congestion.png
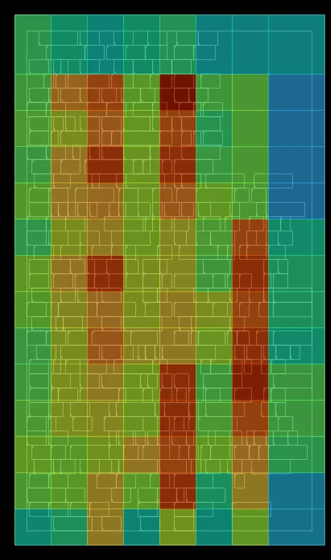
flops_by_reg.png
Drawn at 6 px/um.
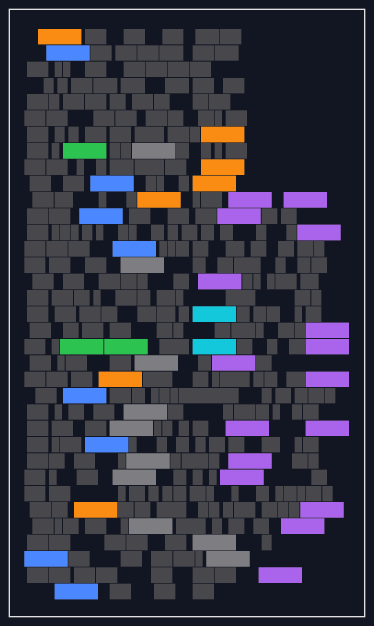
logic_types.png
Drawn at 6 px/um.
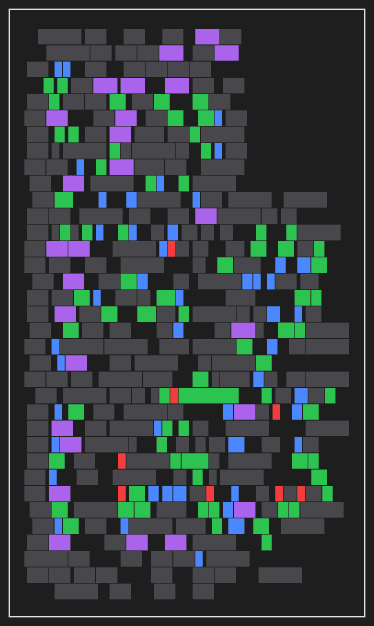
layer_met2.png
Drawn at 4 px/um.
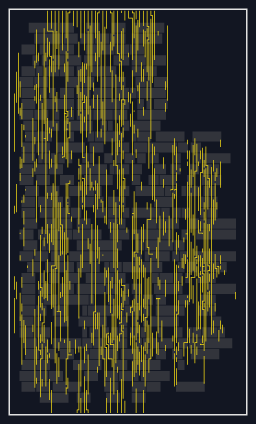
===== src/rtl/vga_plot_arbiter.sv =====
// vga_plot_arbiter: arbitrates three pixel-plotting requesters onto a single
// VGA adapter pixel port. Grants are held until the owner drops req or the
// hold limit expires; every release is followed by a one-cycle gap.
// Optional macro VGA_ARB_RR_EN selects round-robin arbitration; without it,
// arbitration is fixed priority (requester 0 highest).
module vga_plot_arbiter #(
  parameter int unsigned MAX_HOLD = 19200,
  parameter int unsigned XMAX     = 160,
  parameter int unsigned YMAX     = 120
) (
  input  logic        CLOCK_50,
  input  logic        rst_n,
  input  logic [2:0]  req,
  input  logic [23:0] req_x,
  input  logic [20:0] req_y,
  input  logic [8:0]  req_colour,
  input  logic [2:0]  req_plot,
  output logic [2:0]  gnt,
  output logic [7:0]  vga_x,
  output logic [6:0]  vga_y,
  output logic [2:0]  vga_colour,
  output logic        vga_plot,
  output logic        busy,
  output logic        timeout
);

  localparam int unsigned     HW        = $clog2(MAX_HOLD) + 1;
  localparam logic [HW-1:0]   HOLD_LAST = HW'(MAX_HOLD - 1);

  typedef enum logic [1:0] {
    S_IDLE  = 2'd0,
    S_GRANT = 2'd1,
    S_GAP   = 2'd2
  } state_t;

  state_t        state_q, state_d;
  logic [2:0]    gnt_q, gnt_d;
  logic [1:0]    sel_q, sel_d;
  logic [HW-1:0] hold_q, hold_d;
  logic [2:0]    mask_q, mask_d;
  logic          timeout_q, timeout_d;
  logic [7:0]    vga_x_q, vga_x_d;
  logic [6:0]    vga_y_q, vga_y_d;
  logic [2:0]    vga_col_q, vga_col_d;
  logic          vga_plot_q, vga_plot_d;

  // Granted requester's signals
  logic          g_req;
  logic          g_plot;
  logic [7:0]    g_x;
  logic [6:0]    g_y;
  logic [2:0]    g_col;
  logic          g_in_range;

  // Arbitration
  logic [2:0]    elig;
  logic [1:0]    search_base;
  logic [1:0]    cand;
  logic          pick_vld;
  logic [1:0]    pick_idx;

  function automatic logic [1:0] inc3(input logic [1:0] a);
    return (a == 2'd2) ? 2'd0 : a + 2'd1;
  endfunction

`ifdef VGA_ARB_RR_EN
  logic [1:0] ptr_q, ptr_d;

  assign search_base = ptr_q;

  // Round-robin pointer advances past each new grantee
  always_comb begin
    ptr_d = ptr_q;
    if (state_q == S_IDLE && pick_vld) begin
      ptr_d = inc3(pick_idx);
    end
  end

  // Round-robin pointer register
  always_ff @(posedge CLOCK_50) begin
    if (!rst_n) begin
      ptr_q <= 2'd0;
    end else begin
      ptr_q <= ptr_d;
    end
  end
`else
  assign search_base = 2'd0;
`endif

  // Route the currently granted requester's bus onto a single set of wires
  always_comb begin
    g_req  = 1'b0;
    g_plot = 1'b0;
    g_x    = '0;
    g_y    = '0;
    g_col  = '0;
    case (sel_q)
      2'd0: begin
        g_req  = req[0];
        g_plot = req_plot[0];
        g_x    = req_x[7:0];
        g_y    = req_y[6:0];
        g_col  = req_colour[2:0];
      end
      2'd1: begin
        g_req  = req[1];
        g_plot = req_plot[1];
        g_x    = req_x[15:8];
        g_y    = req_y[13:7];
        g_col  = req_colour[5:3];
      end
      2'd2: begin
        g_req  = req[2];
        g_plot = req_plot[2];
        g_x    = req_x[23:16];
        g_y    = req_y[20:14];
        g_col  = req_colour[8:6];
      end
      default: begin
        g_req  = 1'b0;
      end
    endcase
  end

  assign g_in_range = (32'(g_x) < XMAX) && (32'(g_y) < YMAX);

  // Pick the first eligible requester, scanning upward from the search base
  // with wrap 2->0; a base of 0 degenerates to fixed priority.
  always_comb begin
    elig     = req & ~mask_q;
    pick_vld = 1'b0;
    pick_idx = 2'd0;
    cand     = search_base;
    for (int unsigned k = 0; k < 3; k++) begin
      if (!pick_vld && elig[cand]) begin
        pick_vld = 1'b1;
        pick_idx = cand;
      end
      cand = inc3(cand);
    end
  end

  // FSM next state, grant, hold counter, timeout and mask
  always_comb begin
    state_d   = state_q;
    gnt_d     = gnt_q;
    sel_d     = sel_q;
    hold_d    = hold_q;
    timeout_d = 1'b0;
    // A low req always clears that requester's mask bit
    mask_d    = mask_q & req;
    case (state_q)
      S_IDLE: begin
        if (pick_vld) begin
          state_d = S_GRANT;
          sel_d   = pick_idx;
          gnt_d   = 3'b001 << pick_idx;
          hold_d  = '0;
        end
      end
      S_GRANT: begin
        hold_d = hold_q + 1'b1;
        // A voluntary release wins over an expiring hold in the same cycle
        if (!g_req) begin
          state_d = S_GAP;
          gnt_d   = '0;
        end else if (hold_q == HOLD_LAST) begin
          state_d        = S_GAP;
          gnt_d          = '0;
          timeout_d      = 1'b1;
          mask_d[sel_q]  = 1'b1;
        end
      end
      S_GAP: begin
        state_d = S_IDLE;
        gnt_d   = '0;
      end
      default: begin
        state_d = S_IDLE;
        gnt_d   = '0;
      end
    endcase
  end

  // Registered pixel port: follows the grantee in GRANT, holds otherwise
  always_comb begin
    vga_x_d    = vga_x_q;
    vga_y_d    = vga_y_q;
    vga_col_d  = vga_col_q;
    vga_plot_d = 1'b0;
    if (state_q == S_GRANT) begin
      vga_x_d    = g_x;
      vga_y_d    = g_y;
      vga_col_d  = g_col;
      vga_plot_d = g_req && g_plot && g_in_range;
    end
  end

  // State and output registers with synchronous active-low reset
  always_ff @(posedge CLOCK_50) begin
    if (!rst_n) begin
      state_q    <= S_IDLE;
      gnt_q      <= '0;
      sel_q      <= 2'd0;
      hold_q     <= '0;
      mask_q     <= '0;
      timeout_q  <= 1'b0;
      vga_x_q    <= '0;
      vga_y_q    <= '0;
      vga_col_q  <= '0;
      vga_plot_q <= 1'b0;
    end else begin
      state_q    <= state_d;
      gnt_q      <= gnt_d;
      sel_q      <= sel_d;
      hold_q     <= hold_d;
      mask_q     <= mask_d;
      timeout_q  <= timeout_d;
      vga_x_q    <= vga_x_d;
      vga_y_q    <= vga_y_d;
      vga_col_q  <= vga_col_d;
      vga_plot_q <= vga_plot_d;
    end
  end

  assign gnt        = gnt_q;
  assign vga_x      = vga_x_q;
  assign vga_y      = vga_y_q;
  assign vga_colour = vga_col_q;
  assign vga_plot   = vga_plot_q;
  assign timeout    = timeout_q;
  assign busy       = (state_q != S_IDLE);

endmodule


===== config.mk =====
export PLATFORM = sky130hd
export DESIGN_NAME = vga_plot_arbiter
export DESIGN_NICKNAME = d
export VERILOG_FILES = /design/src/rtl/vga_plot_arbiter.sv
export SDC_FILE = /design/constraint.sdc
export NUM_CORES = 1
export LEC_CHECK = 0
export CAP_MARGIN = 20
export CORE_AREA = 2 2 57 99
export DETAILED_ROUTE_END_ITERATION = 10
export DIE_AREA = 0 0 59 101
export PLACE_DENSITY = 0.79
export SYNTH_ARGS = -nofsm -noshare
export SYNTH_HDL_FRONTEND = slang
export SYNTH_SLANG_ARGS = --single-unit

===== constraint.sdc =====
create_clock -name CLOCK_50 -period 3 [get_ports CLOCK_50]
set_input_delay 0.6 -clock CLOCK_50 [delete_from_list [all_inputs] [get_ports CLOCK_50]]
set_output_delay 0.6 -clock CLOCK_50 [all_outputs]
set_load 0.005 [all_outputs]

==> results.ini <==
[sta]
worstMarginPinSlew_ns=0.702
setup_viol=0
fin_crit_sh_pct=74.2
slew_viol_final=0

[cts]
cts_tree=done
insertion_delay_ns=0.30
cts_root_buf=clkbuf_8
path_clk_slew_ns=0.09

[placed_design]
dpl_worst_slack_ns=0.508
numPlacedInstances=398
hpwl_um=4630

[synth]
avgSynthCellArea_sq_um=8.86
ys.flop_type=dfxtp_1
yosys_warnings=0
ys_cells=272
edf_count=0
yosys.stat.seqShare_pct=38.2

[pwr]
vdd_drop_max_uv=343
p_leak_nw=1.23

[floorplanning]
core_sq_um=5170
chip_area_sq_um=5960
pin_count=86

[drt]
ant_nets=0
drcViolationCount=0
wirelength_um=6020

[critical_path]
cp.arrival_ns=1.63
crit_buf_inv=2
cp_slowest_cell=clkdlybuf4s50_1
critPathLaunchType=flip-flop
endpoint_kind=primary output

[cells_and_area]
finalNonFillerCells=406
antennaDiodeCount=0
lay_top_count=clkdlybuf4s50_1
areaGrowthSynthToFinish_pct=39.6
nets=413

[outcome]
status=completed

[global_routing]
grt_pass1_wl_um=9820

[flow_run]
openroad.warnings=26

Back to the opening pictures, congestion.png:
GRT Overall Usage: 20.8%
global routing usage on met2: 39.1%
wire length per cell: 14.8 um

Back to the opening pictures, flops_by_reg.png:
Key: hold_q = purple [flops 16]; vga_colour = green [flops 3]; vga_x = blue [flops 8]; state_q = cyan [flops 2]; vga_y = orange [flops 7]

Back to the opening pictures, logic_types.png:
Key: aoi and oai cells = green [cells 70, where spread over the die]; nand cells = blue [cells 46]; mux cells = purple [cells 26]; inv cells = red [cells 8]

Back to the opening pictures, layer_met2.png:
The layer holds 56% of the routed length. The longest straight run is 43.2 um. The layer carries 3370 um of wire.

worst reg2reg max path, stage by stage (launching register included):
cell,delay [ns]
dfxtp_1,0.53
buf_4,0.32
nor2b_1,0.12
buf_4,0.24
a2bb2oi_1,0.09
or3_1,0.45
o31ai_1,0.21
through the flow:
step | hold WS (ns) | instance area [sq um] | util (%)
6_report | 0.456 | 3360 | 65.1
5_1_grt | 0.493 | 3360 | 65.1
4_1_cts | 0.464 | 3360 | 65.1
3_5_place_dp | 0.444 | 3270 | 63.2
3_3_place_gp | 0.433 | 3270 | 63.2
2_1_floorplan | 0.448 | 2410 | -
logic make-up (layout without fill, tap and decap cells):
| kind of cell | after synthesis | count (layout) | share of synthesized area (%) |
|---|---|---|---|
| mux | 26 | 26 | 11.2 |
| simple gates | 91 | 91 | 21.1 |
| buf+inv | 29 | 108 | 5.97 |
| fa+ha+maj | 1 | 1 | 0.519 |
| compound gates | 79 | 79 | 22.9 |
| flops | 46 | 46 | 38.2 |
final cells by class:
class / count / area (sq um) / share of cell area, %
Clock buffer: 7 / 86.3 / 2.57
Clock inverter: 1 / 8.76 / 0.261
Inverter: 8 / 30.0 / 0.893
Multi-Input combinational cell: 197 / 1340 / 40.0
Sequential cell: 46 / 921 / 27.4
Tap cell: 55 / 68.8 / 2.05
Timing Repair Buffer: 92 / 903 / 26.9
sequential cells by signal, indices dropped and copies added, names as in the netlist:
register    flops
hold_q         16
vga_x           8
vga_y           7
gnt             3
mask_q          3
vga_colour      3
sel_q           2
state_q         2
timeout         1
vga_plot        1
final timing paths:
| check | from | end | slack, ns | depth (start not counted) |
|---|---|---|---|---|
| max | state_q[1]$_SDFFE_PN0P_ | busy | 0.77 | 3 |
| min | vga_y[4]$_SDFFE_PN0P_ | vga_y[4]$_SDFFE_PN0P_ | 0.46 | 2 |
| max reg2reg | sel_q[1]$_SDFFE_PN0P_ | mask_q[2]$_SDFF_PN0_ | 0.97 | 6 |
| min reg2reg | vga_y[4]$_SDFFE_PN0P_ | vga_y[4]$_SDFFE_PN0P_ | 0.46 | 2 |
synthesized netlist by cell type, types with 2 or more instances:
master     number
dfxtp_1        46
nor4_1          4
o21ai_0        14
o211a_1         8
mux2_2          8
o211ai_1        8
nor3_1          3
o31ai_1        13
nor2_1          7
o2bb2ai_1       2
buf_1           3
and4_1          2
nand4_1         3
clkbuf_1        8
or3_1           3
nor2b_1         7
buf_2           7
or4_1          10
and3_1          3
mux2i_1        18
nor2b_4         2
a22oi_1         7
buf_6           2
a21oi_1        21
nand2_1        27
nand3_1        13
nand3b_1        2
inv_1           7
layer usage:
metal	track usage [%]	vias up	wire length (um)
li1	-	1169	-
met1	21.0	1081	2190
met2	39.1	73	3370
met3	4.11	11	309
met4	9.62	0	151
met5	0	-	0
power by group:
part	internal, W	switching [W]	leakage [nW]	total, W
registers	0.000646	0.0000268	0.375	0.000673
clock network	0.000191	0.000214	0.0489	0.000404
logic	0.000199	0.000142	0.808	0.000341
total	0.00104	0.000382	1.23	0.00142
Power is estimated from default activity; no workload was simulated.
